**Run 1: sequential cells grouped by signal name**

Other sequential cells in the stronger gray, the rest of the logic in the fainter gray.
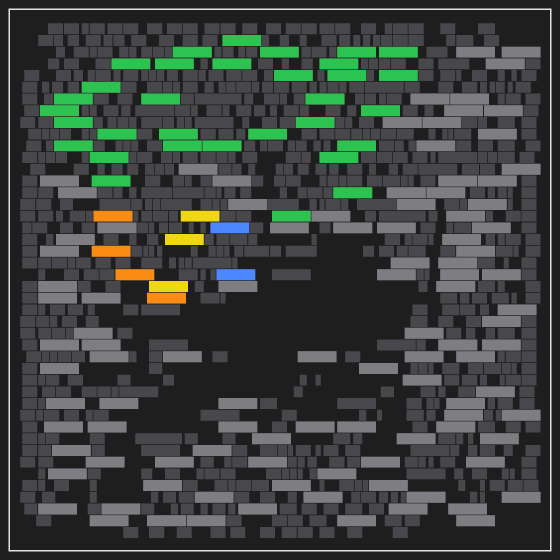
**Run 1: met4 routing**

Supply wires on this layer in gray.
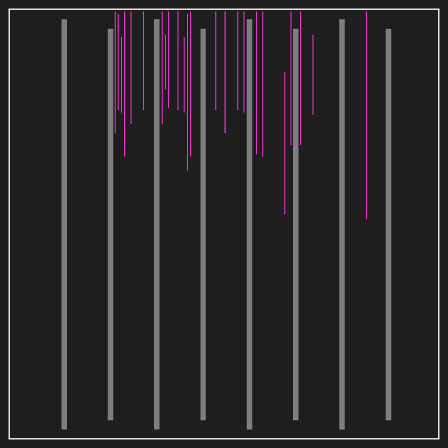
**Run 1: the clock network**

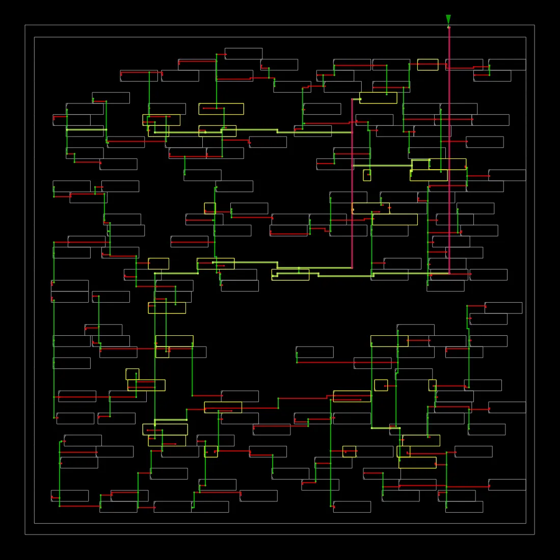
$ cat src/rtl/mem_port_arbiter.sv
// Arbitrates one single-port memory between the IF (instruction read) and MEM (data read/write)
// requesters; MEM has priority, a starvation counter guarantees IF progress.
module mem_port_arbiter #(
    parameter int unsigned AddrWidth   = 32,
    parameter int unsigned DataWidth   = 32,
    parameter int unsigned MemLatency  = 2,
    parameter int unsigned StarveLimit = 4
) (
    input  logic                   clk,
    input  logic                   rst_n,
    input  logic                   im_req,
    input  logic [AddrWidth-1:0]   im_addr,
    output logic [DataWidth-1:0]   im_rdata,
    output logic                   im_valid,
    input  logic                   dm_req,
    input  logic                   dm_we,
    input  logic [DataWidth/8-1:0] dm_be,
    input  logic [AddrWidth-1:0]   dm_addr,
    input  logic [DataWidth-1:0]   dm_wdata,
    output logic [DataWidth-1:0]   dm_rdata,
    output logic                   dm_valid,
    output logic                   mem_en,
    output logic                   mem_we,
    output logic [DataWidth/8-1:0] mem_be,
    output logic [AddrWidth-1:0]   mem_addr,
    output logic [DataWidth-1:0]   mem_wdata,
    input  logic [DataWidth-1:0]   mem_rdata,
    output logic                   grant_dm,
    output logic                   stall_if,
    output logic                   stall_mem
);

    localparam int unsigned BeWidth  = DataWidth / 8;
    localparam int unsigned CntWidth = (MemLatency > 1) ? $clog2(MemLatency) : 1;
    localparam int unsigned StvWidth = $clog2(StarveLimit + 1);

    typedef enum logic [1:0] {
        S_IDLE,
        S_ACCESS,
        S_RESP
    } state_t;

    state_t                r_state;
    state_t                w_next_state;
    logic [CntWidth-1:0]   r_wait_cnt;
    logic [StvWidth-1:0]   r_starve_cnt;
    logic                  r_grant_dm;
    logic                  r_mem_en;
    logic                  r_mem_we;
    logic [BeWidth-1:0]    r_mem_be;
    logic [AddrWidth-1:0]  r_mem_addr;
    logic [DataWidth-1:0]  r_mem_wdata;
    logic [DataWidth-1:0]  r_im_rdata;
    logic [DataWidth-1:0]  r_dm_rdata;
    logic                  r_im_valid;
    logic                  r_dm_valid;

    logic                  w_grant;
    logic                  w_pick_dm;
    logic                  w_done;
    logic                  w_starved;

    always_ff @(posedge clk or negedge rst_n) begin
        if (!rst_n) begin
            r_state <= S_IDLE;
        end else begin
            r_state <= w_next_state;
        end
    end

    always_comb begin
        w_next_state = r_state;
        case (r_state)
            S_IDLE:   if (im_req || dm_req) w_next_state = S_ACCESS;
            S_ACCESS: if (r_wait_cnt == '0) w_next_state = S_RESP;
            S_RESP:   w_next_state = S_IDLE;
            default:  w_next_state = S_IDLE;
        endcase
    end

    // IF wins a contested arbitration only once MEM has beaten it StarveLimit times in a row.
    always_comb begin
        w_starved = (r_starve_cnt == StvWidth'(StarveLimit));
        w_grant   = (r_state == S_IDLE) && (im_req || dm_req);
        w_pick_dm = dm_req && !(im_req && w_starved);
        w_done    = (r_state == S_ACCESS) && (r_wait_cnt == '0);
    end

    always_ff @(posedge clk or negedge rst_n) begin
        if (!rst_n) begin
            r_wait_cnt   <= '0;
            r_starve_cnt <= '0;
            r_grant_dm   <= 1'b0;
            r_mem_en     <= 1'b0;
            r_mem_we     <= 1'b0;
            r_mem_be     <= '0;
            r_mem_addr   <= '0;
            r_mem_wdata  <= '0;
            r_im_rdata   <= '0;
            r_dm_rdata   <= '0;
            r_im_valid   <= 1'b0;
            r_dm_valid   <= 1'b0;
        end else begin
            r_im_valid <= 1'b0;
            r_dm_valid <= 1'b0;

            if (w_grant) begin
                r_grant_dm <= w_pick_dm;
                r_mem_en   <= 1'b1;
                r_wait_cnt <= CntWidth'(MemLatency - 1);
                if (w_pick_dm) begin
                    r_mem_addr  <= dm_addr;
                    r_mem_we    <= dm_we;
                    r_mem_be    <= dm_be;
                    r_mem_wdata <= dm_wdata;
                    if (im_req && !w_starved) begin
                        r_starve_cnt <= r_starve_cnt + StvWidth'(1);
                    end
                end else begin
                    r_mem_addr   <= im_addr;
                    r_mem_we     <= 1'b0;
                    r_mem_be     <= '1;
                    r_mem_wdata  <= '0;
                    r_starve_cnt <= '0;
                end
            end

            if (r_state == S_ACCESS && !w_done) begin
                r_wait_cnt <= r_wait_cnt - CntWidth'(1);
            end

            // Capture uses the still-registered write flag, so writes return zero data.
            if (w_done) begin
                r_mem_en <= 1'b0;
                r_mem_we <= 1'b0;
                r_mem_be <= '0;
                if (r_grant_dm) begin
                    r_dm_rdata <= r_mem_we ? '0 : mem_rdata;
                    r_dm_valid <= 1'b1;
                end else begin
                    r_im_rdata <= mem_rdata;
                    r_im_valid <= 1'b1;
                end
            end
        end
    end

    always_comb begin
        mem_en    = r_mem_en;
        mem_we    = r_mem_we;
        mem_be    = r_mem_be;
        mem_addr  = r_mem_addr;
        mem_wdata = r_mem_wdata;
        im_rdata  = r_im_rdata;
        dm_rdata  = r_dm_rdata;
        im_valid  = r_im_valid;
        dm_valid  = r_dm_valid;
        grant_dm  = r_grant_dm;
        stall_if  = im_req & ~r_im_valid;
        stall_mem = dm_req & ~r_dm_valid;
    end

endmodule

$ cat config.mk
export PLATFORM = sky130hd
export DESIGN_NAME = mem_port_arbiter
export DESIGN_NICKNAME = d
export VERILOG_FILES = /design/src/rtl/mem_port_arbiter.sv
export SDC_FILE = /design/constraint.sdc
export NUM_CORES = 1
export LEC_CHECK = 0
export CAP_MARGIN = 10
export CORE_MARGIN = 2
export CORE_UTILIZATION = 42
export DETAILED_ROUTE_END_ITERATION = 12
export PLACE_DENSITY = 0.88
export SLEW_MARGIN = 10
export SYNTH_ARGS = -nofsm -noshare
export SYNTH_HDL_FRONTEND = slang
export SYNTH_SLANG_ARGS = --single-unit
$ cat constraint.sdc
create_clock -name clk -period 2.55 [get_ports clk]
set_clock_uncertainty 0.2 [all_clocks]
set_input_delay 0.255 -clock clk [delete_from_list [all_inputs] [get_ports clk]]
set_output_delay 0.255 -clock clk [all_outputs]
set_load 0.02 [all_outputs]
==> run_results.csv, run 1 <==
group,metric,value,unit
setup_path,reg2reg_to,"im_rdata[2]",
cells_and_area,nNetsFinal,973,
final_timing,rsz0062_at_grt,"no",
logic_synthesis,ys_cells,574,
cells_and_area,drive_above_1_share,7.56,%
placed_design,dp_hpwl,13.5,mm
power_and_ir_drop,comb_cell_power,6.79,mW
power_and_ir_drop,seqPwrFrac,30.2,%
global_route,grt_pass1_wl,31.8,mm
clocking,clkLatencyLatePin,410,ps
cells_and_area,clock_area_share,6.39,%
placed_design,routabilityCongestion,0.913,
setup_path,ff2ff_setup_slack,390,ps
final_timing,hold_violations,0,
clocking,cts_max_level,4,
setup_path,crit_end,"stall_mem",
logic_synthesis,ys_seq_share,57.8,%
final_timing,final_max_slew_viol_count,0,
logic_synthesis,ys_ff,143,
setup_path,arrival,1740,ps
cells_and_area,layout_top_cell,"clkdlybuf4s50_1",
power_and_ir_drop,power.density,1370,mW/mm^2
final_timing,setup_tns,0,ps
global_route,grt_use_met3,7.32,%
logic_synthesis,synthDominantCellAreaShare,57.8,%
global_route,grt.total_usage,25.4,%
power_and_ir_drop,p_switching,5.26,mW
power_and_ir_drop,pwr-share-clk,19.2,%
setup_path,crit_type,"in2out",
route,m1WireLength,7.92,mm
clocking,cts-root-buf,"clkbuf_16",
power_and_ir_drop,internal_power,8.19,mW
logic_synthesis,mux_share,5.82,%
logic_synthesis,yosys_area,0.00619,sq mm
route,top_layer_used,"met4",
placed_design,dp_slack,352,ps
final_timing,fmax,455,MHz
cells_and_area,final_cell_count_no_fill,1031,
cells_and_area,inv_count,5,
final_timing,setup_viol,0,
global_route,grt-busiest-layer,"met2",
final_timing,min_period,2200,ps
route,drc_errors,0,
hold_path,min_path_type,"in2async",
setup_path,critical-path-max-stage-delay,670,ps
cells_and_area,largest_cell_class,"registers",
logic_synthesis,ys_warn_count,0,
placed_design,portBuffers,275,
cells_and_area,design_area,0.00982,sq mm
cells_and_area,utilization,67.8,%
setup_path,crit_cells,3,
cells_and_area,syn_to_final_growth,58.6,%
setup_path,ff2ff_path_depth,4,
floorplanning,tap-cell-count,184,
route,postRouteAntennaNets,0,
route,dr_total_vias,5730,
global_route,grtUsageMet2,39.9,%
power_and_ir_drop,ir_worst_vdd,0.000704,V
placed_design,place_area,0.00918,sq mm
final_timing,fin_crit_sh,86.2,%
route,drtPass1Iterations,5,
route,routed-wl-met2,9.25,mm
run,warning_count,27,
power_and_ir_drop,comb_power_share,50.5,%
route,wl_per_cell,19.0,um
logic_synthesis,synthSimpleGateAreaFrac,16.7,%
setup_path,cp-end-kind,"output port",
logic_synthesis,aoi_share,14.9,%
cells_and_area,seqCellArea,0.00358,sq mm
floorplanning,fp_util,42.7,%
route,wl_met3,1.61,mm
global_route,met1_usage,32.9,%
power_and_ir_drop,p_leak,4.02,nW
floorplanning,rows,44,
logic_synthesis,topCellsByArea,"dfrtp_1 58%, o21ai_0 5.7%, nand3_1 5.3%, mux2_1 5.3%, o2bb2ai_1 4.5%",
floorplanning,core,0.0145,sq mm
floorplanning,ioPinCount,276,
logic_synthesis,ys_sh_adder,0.404,%
outcome,status,"finished clean",
-- 'sequential cells grouped by signal name' (at the start) --
| color | signal | flops |
|---|---|---|
| yellow | `r_starve_cnt` | 3 |
| orange | `mem_be` | 4 |
| blue | `r_state` | 2 |
| green | `mem_addr` | 32 |

-- 'met4 routing' (at the start) --
nets with wire on the layer: 24
share of all routed wire: 4.1%

-- 'the clock network' (at the start) --
Clock Buffer Count: 20
P_clk: 2.58 mW
Seq cells: 143
CTS buffer count: 17

==> run 2, diff against run 1 <==
--- a/config.mk
+++ b/config.mk
@@ -10,6 +10,7 @@
 export CORE_UTILIZATION = 42
 export DETAILED_ROUTE_END_ITERATION = 12
 export PLACE_DENSITY = 0.88
+export SKIP_LAST_GASP = 1
 export SLEW_MARGIN = 10
 export SYNTH_ARGS = -nofsm -noshare
 export SYNTH_HDL_FRONTEND = slang
**Run 2: the clock network**

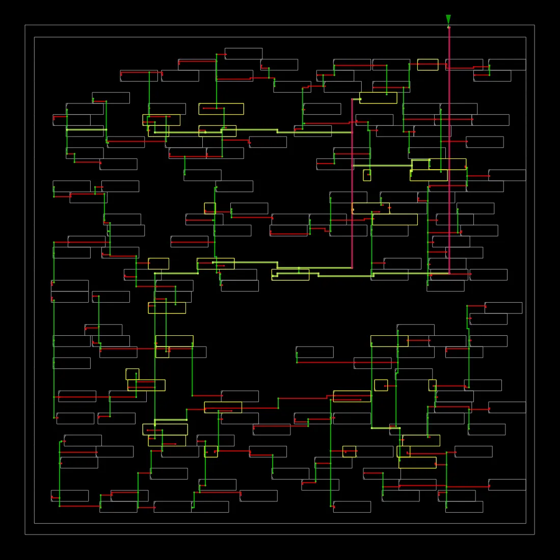
insertion delay at the late pin of the worst-skew pair: 410 ps
clk sinks: 143

==> run_results.csv, run 2 <==
group,metric,value,unit
floorplanning,fp_util,42.7,%
logic_synthesis,synthDominantCellAreaShare,57.8,%
floorplanning,rows,44,
final_timing,hold_slack,190,ps
global_route,grt_pass1_wl,31.8,mm
clocking,cts_tree,"built",
setup_path,ff2ff_path_depth,4,
logic_synthesis,yosys-top-cells-count,"143 x dfrtp_1, 71 x o21ai_0, 66 x nand3_1",
cells_and_area,largest_cell_class,"registers",
route,drtPass1Iterations,5,
logic_synthesis,yosys_area,0.00619,sq mm
outcome,status,"finished clean",
cells_and_area,nNetsFinal,973,
power_and_ir_drop,power.density,1370,mW/mm^2
setup_path,crit_end,"stall_mem",
cells_and_area,syn_to_final_growth,58.6,%
floorplanning,die_area,0.0157,sq mm
cells_and_area,seqCellArea,0.00358,sq mm
placed_design,dp_hpwl,13.5,mm
power_and_ir_drop,p_leak,4.02,nW
floorplanning,ioPinCount,276,
logic_synthesis,ys_ff,143,
placed_design,portBuffers,275,
setup_path,cp_common_cell,"clkdlybuf4s50_1",
run,warning_count,27,
power_and_ir_drop,power-top-group,"combinational cells",
route,dr_total_vias,5730,
logic_synthesis,synthSimpleGateAreaFrac,16.7,%
setup_path,crit_chain,"clkdlybuf4s50_1 -> nor2b_1 -> clkdlybuf4s50_1",
power_and_ir_drop,comb_power_share,50.5,%
placed_design,routabilityCongestion,0.913,
setup_path,critical-path-max-stage-delay,670,ps
power_and_ir_drop,pwr-share-clk,19.2,%
route,postRouteAntennaNets,0,
logic_synthesis,mux_share,5.82,%
final_timing,fmax,455,MHz
setup_path,reg2reg_to,"im_rdata[2]",
setup_path,crit_type,"in2out",
global_route,grt.total_usage,25.4,%
route,top_layer_used,"met4",
global_route,met1_usage,32.9,%
cells_and_area,clock_area_share,6.39,%
global_route,grt_use_met3,7.32,%
global_route,grt-busiest-layer,"met2",
final_timing,setup_tns,0,ps
setup_path,arrival,1740,ps
cells_and_area,inv_count,5,
power_and_ir_drop,powerSeq,4.07,mW
route,drc_errors,0,
clocking,cts-root-buf,"clkbuf_16",
placed_design,dp_slack,352,ps
final_timing,min_period,2200,ps
final_timing,fin_crit_sh,86.2,%
floorplanning,fp.dieW,125,um
final_timing,hold_violations,0,
floorplanning,core,0.0145,sq mm
setup_path,cp-end-kind,"output port",
final_timing,setup_ws,351,ps
logic_synthesis,ys_sh_adder,0.404,%
logic_synthesis,topCellsByArea,"dfrtp_1 58%, o21ai_0 5.7%, nand3_1 5.3%, mux2_1 5.3%, o2bb2ai_1 4.5%",
setup_path,cp_top_family,"buffers and inverters",
logic_synthesis,synthDistinctLibCells,29,
final_timing,final_max_slew_viol_count,0,
logic_synthesis,synth_top_cell_by_count,"dfrtp_1",
power_and_ir_drop,comb_cell_power,6.79,mW
power_and_ir_drop,seqPwrFrac,30.2,%
logic_synthesis,syn_inst,574,
clocking,numCtsBuffers,17,
cells_and_area,clkbuf_count,20,
placed_design,place_area,0.00918,sq mm
cells_and_area,utilization,67.8,%
power_and_ir_drop,internal_power,8.19,mW
setup_path,ff2ff_setup_slack,390,ps
power_and_ir_drop,pg_clk,2.58,mW
cells_and_area,final_cell_count_no_fill,1031,
logic_synthesis,ys_seq_share,57.8,%
logic_synthesis,ys_warn_count,0,
cells_and_area,most-common-layout-cells,"274 x clkdlybuf4s50_1, 143 x dfrtp_1, 71 x o21ai_0",
floorplanning,tap-cell-count,184,
power_and_ir_drop,ir_worst_vdd,0.000704,V
route,wl_met3,1.61,mm
cells_and_area,layout_top_cell,"clkdlybuf4s50_1",
logic_synthesis,flop_cell,"dfrtp_1",
final_timing,rsz0062_at_grt,"no",
logic_synthesis,ys_cells,574,
route,wl_per_cell,19.0,um
cells_and_area,design_area,0.00982,sq mm
logic_synthesis,aoi_share,14.9,%
route,m1WireLength,7.92,mm
clocking,cts_max_level,4,
logic_synthesis,syn_avg_cell_area,10.8,sq um
hold_path,min_path_type,"in2async",
cells_and_area,drive_above_1_share,7.56,%
setup_path,crit_cells,3,
route,routed-wl-met2,9.25,mm
global_route,grtUsageMet2,39.9,%
final_timing,max_slew.worst_pin.slew,599,ps
cells_and_area,flops,143,
final_timing,setup_viol,0,
power_and_ir_drop,p_switching,5.26,mW
==> run 3, diff against run 2 <==
--- a/config.mk
+++ b/config.mk
@@ -8,6 +8,7 @@
 export CAP_MARGIN = 10
 export CORE_MARGIN = 2
 export CORE_UTILIZATION = 42
+export CTS_CLUSTER_DIAMETER = 50
 export DETAILED_ROUTE_END_ITERATION = 12
 export PLACE_DENSITY = 0.88
 export SKIP_LAST_GASP = 1
**Run 3: clock network drawn from the DEF**

Scale bar: 50 um.
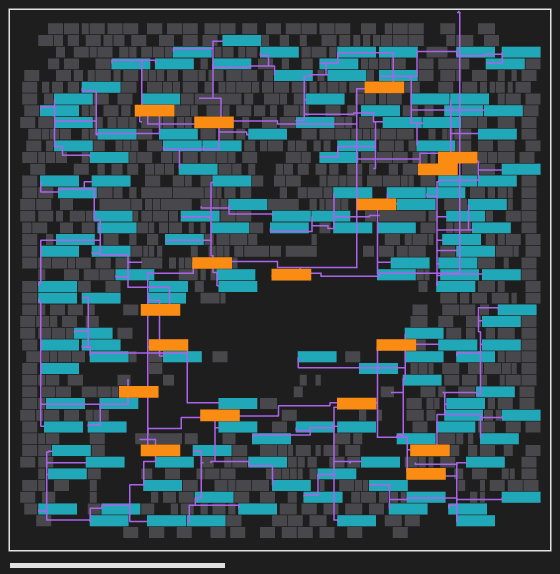
[orange] clock drivers | count: 17
[cyan] flip-flops | count: 143
[purple] clock wires | length: 1,720 um
routed clock nets: 18
flops lie: widely spread

==> run_results.csv, run 3 <==
group,metric,value,unit
outcome,status,"finished clean",
global_route,grt-busiest-layer,"met2",
cells_and_area,syn_to_final_growth,58.6,%
cells_and_area,utilization,67.8,%
power_and_ir_drop,power-top-group,"combinational cells",
power_and_ir_drop,pg_clk,2.58,mW
cells_and_area,seqCellArea,0.00358,sq mm
final_timing,rsz0062_at_grt,"no",
floorplanning,die_area,0.0157,sq mm
logic_synthesis,yosys_area,0.00619,sq mm
route,top_layer_used,"met4",
clocking,cts_max_level,4,
final_timing,setup_viol,0,
power_and_ir_drop,power.density,1370,mW/mm^2
logic_synthesis,ys_ff,143,
power_and_ir_drop,internal_power,8.19,mW
cells_and_area,inv_count,5,
logic_synthesis,ys_seq_share,57.8,%
floorplanning,fp_util,42.7,%
setup_path,crit_end,"stall_mem",
setup_path,ff2ff_path_depth,4,
power_and_ir_drop,comb_cell_power,6.79,mW
clocking,cts.sinks,143,
route,m1WireLength,7.92,mm
setup_path,cp_top_family,"buffers and inverters",
placed_design,place_area,0.00918,sq mm
final_timing,hold_violations,0,
setup_path,cp_common_cell,"clkdlybuf4s50_1",
final_timing,setup_ws,351,ps
global_route,grt_pass1_wl,31.8,mm
logic_synthesis,syn_inst,574,
floorplanning,rows,44,
power_and_ir_drop,ir_worst_vdd,0.000704,V
logic_synthesis,flop_cell,"dfrtp_1",
clocking,numCtsBuffers,17,
hold_path,min_path_type,"in2async",
power_and_ir_drop,comb_power_share,50.5,%
setup_path,arrival,1740,ps
logic_synthesis,ys_sh_adder,0.404,%
clocking,clkLatencyLatePin,410,ps
cells_and_area,design_area,0.00982,sq mm
global_route,grtUsageMet2,39.9,%
cells_and_area,drive_above_1_share,7.56,%
global_route,grt_use_met3,7.32,%
final_timing,final_max_slew_viol_count,0,
floorplanning,ioPinCount,276,
setup_path,ff2ff_setup_slack,390,ps
logic_synthesis,synthDominantCellAreaShare,57.8,%
logic_synthesis,ys_warn_count,0,
power_and_ir_drop,pwr-share-clk,19.2,%
placed_design,portBuffers,275,
floorplanning,tap-cell-count,184,
cells_and_area,most-common-layout-cells,"274 x clkdlybuf4s50_1, 143 x dfrtp_1, 71 x o21ai_0",
cells_and_area,flops,143,
logic_synthesis,yosys-top-cells-count,"143 x dfrtp_1, 71 x o21ai_0, 66 x nand3_1",
run,warning_count,27,
placed_design,dp_slack,352,ps
cells_and_area,largest_cell_class,"registers",
placed_design,routabilityCongestion,0.913,
final_timing,fin_crit_sh,86.2,%
setup_path,crit_type,"in2out",
power_and_ir_drop,seqPwrFrac,30.2,%
route,wl_per_cell,19.0,um
final_timing,min_period,2200,ps
route,drc_errors,0,
final_timing,setup_tns,0,ps
cells_and_area,clock_area_share,6.39,%
Power figures rest on the tool's default switching activity, not on a simulated workload.
